**src/rtl/alu_exec_unit_pkg.sv**
```systemverilog
// alu_exec_unit_pkg
//   Shared definitions for the execute-stage ALU: the ALU function codes
//   produced by the decoder, the FSM state encoding, and a small helper
//   that classifies shift operations.
package alu_exec_unit_pkg;

    localparam int ALU_FUNCT_WIDTH = 4;

    localparam logic [ALU_FUNCT_WIDTH-1:0] ALU_ADD = 4'd0;
    localparam logic [ALU_FUNCT_WIDTH-1:0] ALU_SUB = 4'd1;
    localparam logic [ALU_FUNCT_WIDTH-1:0] ALU_AND = 4'd2;
    localparam logic [ALU_FUNCT_WIDTH-1:0] ALU_OR  = 4'd3;
    localparam logic [ALU_FUNCT_WIDTH-1:0] ALU_XOR = 4'd4;
    localparam logic [ALU_FUNCT_WIDTH-1:0] ALU_SLT = 4'd5;
    localparam logic [ALU_FUNCT_WIDTH-1:0] ALU_SLL = 4'd6;
    localparam logic [ALU_FUNCT_WIDTH-1:0] ALU_SRL = 4'd7;
    localparam logic [ALU_FUNCT_WIDTH-1:0] ALU_SRA = 4'd8;

    typedef enum logic [1:0] {
        ST_IDLE  = 2'd0,
        ST_SHIFT = 2'd1,
        ST_DONE  = 2'd2
    } alu_state_e;

    // True for the three iterative shift operations.
    function automatic logic is_shift_op(input logic [ALU_FUNCT_WIDTH-1:0] funct);
        logic res;
        case (funct)
            ALU_SLL: res = 1'b1;
            ALU_SRL: res = 1'b1;
            ALU_SRA: res = 1'b1;
            default: res = 1'b0;
        endcase
        return res;
    endfunction

endpackage

```
**src/rtl/alu_exec_unit_shift.sv**
```systemverilog
// alu_shift_unit
//   Iterative one-bit-per-cycle shifter.
//   Ports:
//     clk, rst_n   - clock, async active-low reset
//     load         - capture operand/shamt/direction/arith flag
//     operand      - value to shift
//     shamt        - number of single-bit steps to perform
//     dir_left     - 1: shift left, 0: shift right
//     arith        - right shifts replicate the sign bit when set
//     value        - value the register takes after the current step
//     last         - current step is the final one
module alu_shift_unit
    import alu_exec_unit_pkg::*;
#(
    parameter int XLEN = 32
) (
    input  logic                     clk,
    input  logic                     rst_n,
    input  logic                     load,
    input  logic [XLEN-1:0]          operand,
    input  logic [$clog2(XLEN)-1:0]  shamt,
    input  logic                     dir_left,
    input  logic                     arith,
    output logic [XLEN-1:0]          value,
    output logic                     last
);

    localparam int SW = $clog2(XLEN);
    localparam logic [SW-1:0] CNT_ZERO = SW'(0);
    localparam logic [SW-1:0] CNT_ONE  = SW'(1);

    logic [XLEN-1:0] shreg_r;
    logic [SW-1:0]   count_r;
    logic            left_r;
    logic            arith_r;
    logic [XLEN-1:0] step_s;

    // One-bit step; an arithmetic right shift keeps the MSB, which is the
    // original sign bit because it is never overwritten.
    always_comb begin
        step_s = shreg_r;
        if (left_r) begin
            step_s = {shreg_r[XLEN-2:0], 1'b0};
        end else begin
            step_s = {arith_r & shreg_r[XLEN-1], shreg_r[XLEN-1:1]};
        end
    end

    assign value = step_s;
    assign last  = (count_r == CNT_ONE);

    // Shift register and remaining-step counter.
    always_ff @(posedge clk or negedge rst_n) begin
        if (!rst_n) begin
            shreg_r <= {XLEN{1'b0}};
            count_r <= CNT_ZERO;
            left_r  <= 1'b0;
            arith_r <= 1'b0;
        end else if (load) begin
            shreg_r <= operand;
            count_r <= shamt;
            left_r  <= dir_left;
            arith_r <= arith;
        end else if (count_r != CNT_ZERO) begin
            shreg_r <= step_s;
            count_r <= count_r - CNT_ONE;
        end else begin
            shreg_r <= shreg_r;
            count_r <= count_r;
        end
    end

endmodule

```
**src/rtl/alu_exec_unit.sv**
```systemverilog
// alu_exec_unit
//   Execute-stage ALU with valid/ready handshakes. Logical, arithmetic and
//   compare ops finish in one cycle; shifts step one bit per cycle.
//   Ports:
//     clk, rst_n          - clock, async active-low reset
//     in_valid/in_ready   - request handshake (in_ready high only when idle)
//     alu_funct           - operation code
//     operand_a/operand_b - operands (operand_b low bits = shift amount)
//     out_valid/out_ready - result handshake
//     result, zero        - registered result and result==0 flag
module alu_exec_unit
    import alu_exec_unit_pkg::*;
#(
    parameter int XLEN = 32
) (
    input  logic                       clk,
    input  logic                       rst_n,
    input  logic                       in_valid,
    output logic                       in_ready,
    input  logic [ALU_FUNCT_WIDTH-1:0] alu_funct,
    input  logic [XLEN-1:0]            operand_a,
    input  logic [XLEN-1:0]            operand_b,
    output logic                       out_valid,
    input  logic                       out_ready,
    output logic [XLEN-1:0]            result,
    output logic                       zero
);

    localparam int SW = $clog2(XLEN);

    alu_state_e       state_r;
    logic             in_ready_r;
    logic             out_valid_r;
    logic [XLEN-1:0]  result_r;
    logic             zero_r;

    logic [XLEN-1:0]  single_s;
    logic [SW-1:0]    shamt_s;
    logic             shift_op_s;
    logic             accept_s;
    logic             shift_load_s;
    logic [XLEN-1:0]  shift_value_s;
    logic             shift_last_s;

    assign shamt_s      = operand_b[SW-1:0];
    assign shift_op_s   = is_shift_op(alu_funct);
    assign accept_s     = in_valid && (state_r == ST_IDLE);
    assign shift_load_s = accept_s && shift_op_s && (shamt_s != SW'(0));

    // Single-cycle datapath; shift codes pass operand_a through, which is the
    // shamt==0 result.
    always_comb begin
        single_s = operand_a + operand_b;
        case (alu_funct)
            ALU_ADD: single_s = operand_a + operand_b;
            ALU_SUB: single_s = operand_a - operand_b;
            ALU_AND: single_s = operand_a & operand_b;
            ALU_OR:  single_s = operand_a | operand_b;
            ALU_XOR: single_s = operand_a ^ operand_b;
            ALU_SLT: single_s = {{(XLEN-1){1'b0}}, ($signed(operand_a) < $signed(operand_b))};
            ALU_SLL: single_s = operand_a;
            ALU_SRL: single_s = operand_a;
            ALU_SRA: single_s = operand_a;
            default: single_s = operand_a + operand_b;
        endcase
    end

    alu_shift_unit #(
        .XLEN (XLEN)
    ) u_shift (
        .clk      (clk),
        .rst_n    (rst_n),
        .load     (shift_load_s),
        .operand  (operand_a),
        .shamt    (shamt_s),
        .dir_left (alu_funct == ALU_SLL),
        .arith    (alu_funct == ALU_SRA),
        .value    (shift_value_s),
        .last     (shift_last_s)
    );

    // Control FSM with registered handshake outputs and result registers.
    always_ff @(posedge clk or negedge rst_n) begin
        if (!rst_n) begin
            state_r     <= ST_IDLE;
            in_ready_r  <= 1'b1;
            out_valid_r <= 1'b0;
            result_r    <= {XLEN{1'b0}};
            zero_r      <= 1'b0;
        end else begin
            case (state_r)
                ST_IDLE: begin
                    if (accept_s) begin
                        in_ready_r <= 1'b0;
                        if (shift_load_s) begin
                            state_r <= ST_SHIFT;
                        end else begin
                            state_r     <= ST_DONE;
                            out_valid_r <= 1'b1;
                            result_r    <= single_s;
                            zero_r      <= (single_s == {XLEN{1'b0}});
                        end
                    end else begin
                        state_r <= ST_IDLE;
                    end
                end
                ST_SHIFT: begin
                    if (shift_last_s) begin
                        state_r     <= ST_DONE;
                        out_valid_r <= 1'b1;
                        result_r    <= shift_value_s;
                        zero_r      <= (shift_value_s == {XLEN{1'b0}});
                    end else begin
                        state_r <= ST_SHIFT;
                    end
                end
                ST_DONE: begin
                    if (out_ready) begin
                        state_r     <= ST_IDLE;
                        out_valid_r <= 1'b0;
                        in_ready_r  <= 1'b1;
                    end else begin
                        state_r <= ST_DONE;
                    end
                end
                default: begin
                    state_r     <= ST_IDLE;
                    in_ready_r  <= 1'b1;
                    out_valid_r <= 1'b0;
                end
            endcase
        end
    end

    assign in_ready  = in_ready_r;
    assign out_valid = out_valid_r;
    assign result    = result_r;
    assign zero      = zero_r;

endmodule
```
**config.mk**
```make
export PLATFORM = sky130hd
export DESIGN_NAME = alu_exec_unit
export DESIGN_NICKNAME = d
export VERILOG_FILES = /design/src/rtl/alu_exec_unit_pkg.sv /design/src/rtl/alu_exec_unit_shift.sv /design/src/rtl/alu_exec_unit.sv
export SDC_FILE = /design/constraint.sdc
export NUM_CORES = 1
export LEC_CHECK = 0
export ABC_AREA = 1
export CORE_MARGIN = 3
export CORE_UTILIZATION = 52
export CTS_CLUSTER_DIAMETER = 100
export DETAILED_ROUTE_END_ITERATION = 6
export MAX_ROUTING_LAYER = met4
export PLACE_DENSITY = 0.74
export SLEW_MARGIN = 5
export SYNTH_ARGS = -nofsm -noshare
export SYNTH_HDL_FRONTEND = slang
export SYNTH_SLANG_ARGS = --single-unit
export TNS_END_PERCENT = 30
```
**constraint.sdc**
```tcl
create_clock -name clk -period 2.3 [get_ports clk]
set_input_delay 0.345 -clock clk [delete_from_list [all_inputs] [get_ports clk]]
set_output_delay 0.345 -clock clk [all_outputs]
set_load 0.01 [all_outputs]
```
==> images/clock_map.png <==
Drawn at 2 px/um.
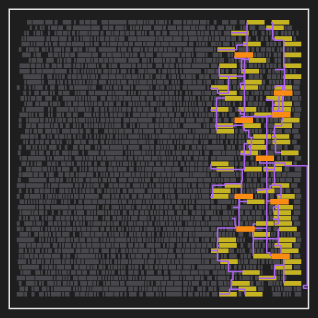
flip-flops -> yellow  # count 76
cells driving clock nets -> orange  # count 9
clock wires -> purple  # length 920 um
routed clock nets = 10
flops lie = a column on the right

==> images/met3.png <==
Drawn at 3 px/um. Cells faint in the background.
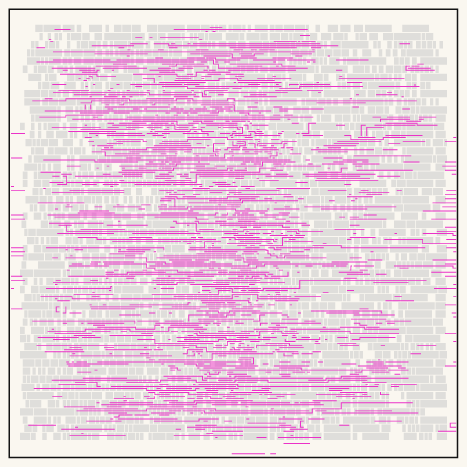
wire length on this layer = 9170 um
nets with wire on the layer = 652
share of all routed wire = 16%
longest straight run = 86.9 um
main direction = horizontal

==> results.txt <==
worst hold stages = 4
CTS resizes = 560
Critical Path Stages = 20
diode count = 1
Synth Area in Compound Gates = 0.168
Biggest Area Class = logic gates
Antenna Nets Post-Route = 0
period utilization = 1.17
area grow syn2layout = 66.8%
Routed WL per cell = 22.1 um
Seq share, synth = 0.179
Setup violations, final = 18
Critical-path top delay cell = fa_2
violated checks = design-rule violations, negative setup slack
Fin. Hold Viols = 0
post-synthesis async set-or-reset flop share = 1.00
max_cap viols = 0
Slew HR = 0.576
grt met3 use = 0.106
comb_multi_in = 1389
CP required = 2.56 ns
# Cells Yosys = 1857
delay-heaviest family, CP = simple AND/OR/NAND/NOR gates
Reg2Reg Depth = 10
inverters = 318
worst endpoint data arrival time = 2.96 ns
Hold WC Path Type = primary input to flop
FMAX = 0.371 GHz
Via Count = 16.8k
Core ar. = 19800 um2
Min Hold Slack = 0.419 ns
Reg2Reg Setup Slack = 0.03 ns
Max Slew Vio Count = 0
Fill cells = 926
Clock Power = 1400 uW
global-route wire length before repair = 79500 um
antenna violations before repair = 1
final std cells w/o fill = 2630
Top cell area share = 0.197
Worst-path clk slew = 0.06 ns
dpl ws = -1.18 ns
sequential cell area share = 0.107
FF+latch area = 1900 um2
final worst slack = -0.392 ns
wl on met1 = 19300 um
most frequent logic cell in the layout = nand2_1
Core Util at FP = 0.537
PortBufs = 106
Final Cell Area = 17700 um2
area fraction in and, or, nand and nor cells = 0.386
met2 Use GR = 0.712
FFs & Latches = 76
top-count cell post-synth = nand2_1
area of the mapped netlist = 10600 um2
CP startpoint = operand_a[0]
busiest grt layer = met2
postcts setup bufs = 54
Residual DRC = 81
CP max stage delay = 0.36 ns
Clock Power Share = 0.121
Total Routed Length = 58000 um
post-DP HPWL = 38100 um
cell taking the most area after synthesis = nand2_1
Root Buffer = clkbuf_16
clk latency late pin = 0.34 ns
most frequent cells in the layout = nand2_1, buf_4, inv_1
worst reg2reg endpoint = result[2]
Cell area leaders = nand2_1, dfrtp_1, ha_1
Crit Path Max Fanout = 3
static leakage = 0.00918 uW
Top FF cell, synth = dfrtp_1
Power, Total = 11600 uW
CTS H-tree depth = 3
vias in the first global route = 15.0k
Post-CTS Hold Buffers = 1
crit path capture type = flop
R2R Path Start = u_shift.count_r[1]
run status = finished with violations
layout cells sized above 1 = 0.441
==> images/met1.png <==
Drawn at 2 px/um. Supply wires on this layer in gray.
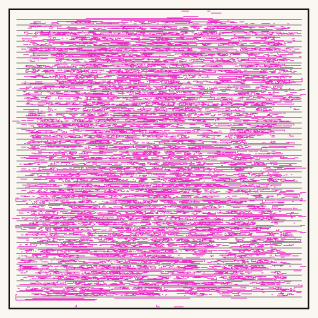
nets with wire on the layer = 2331
share of all routed wire = 33%

==> images/density.png <==
Drawn at 2 px/um. 15 x 15 tiles, from white (low) to dark blue (high), 0 to 100% covered.
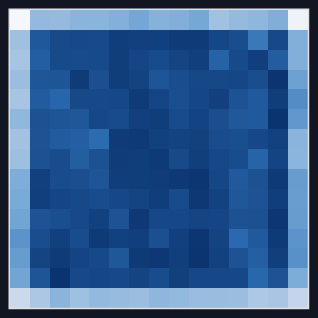
fullest tile = 98%
tiles over 75% full = 75%
mean over tiles = 78%
densest ninth of the die = middle

Power and IR drop assume default switching activity.
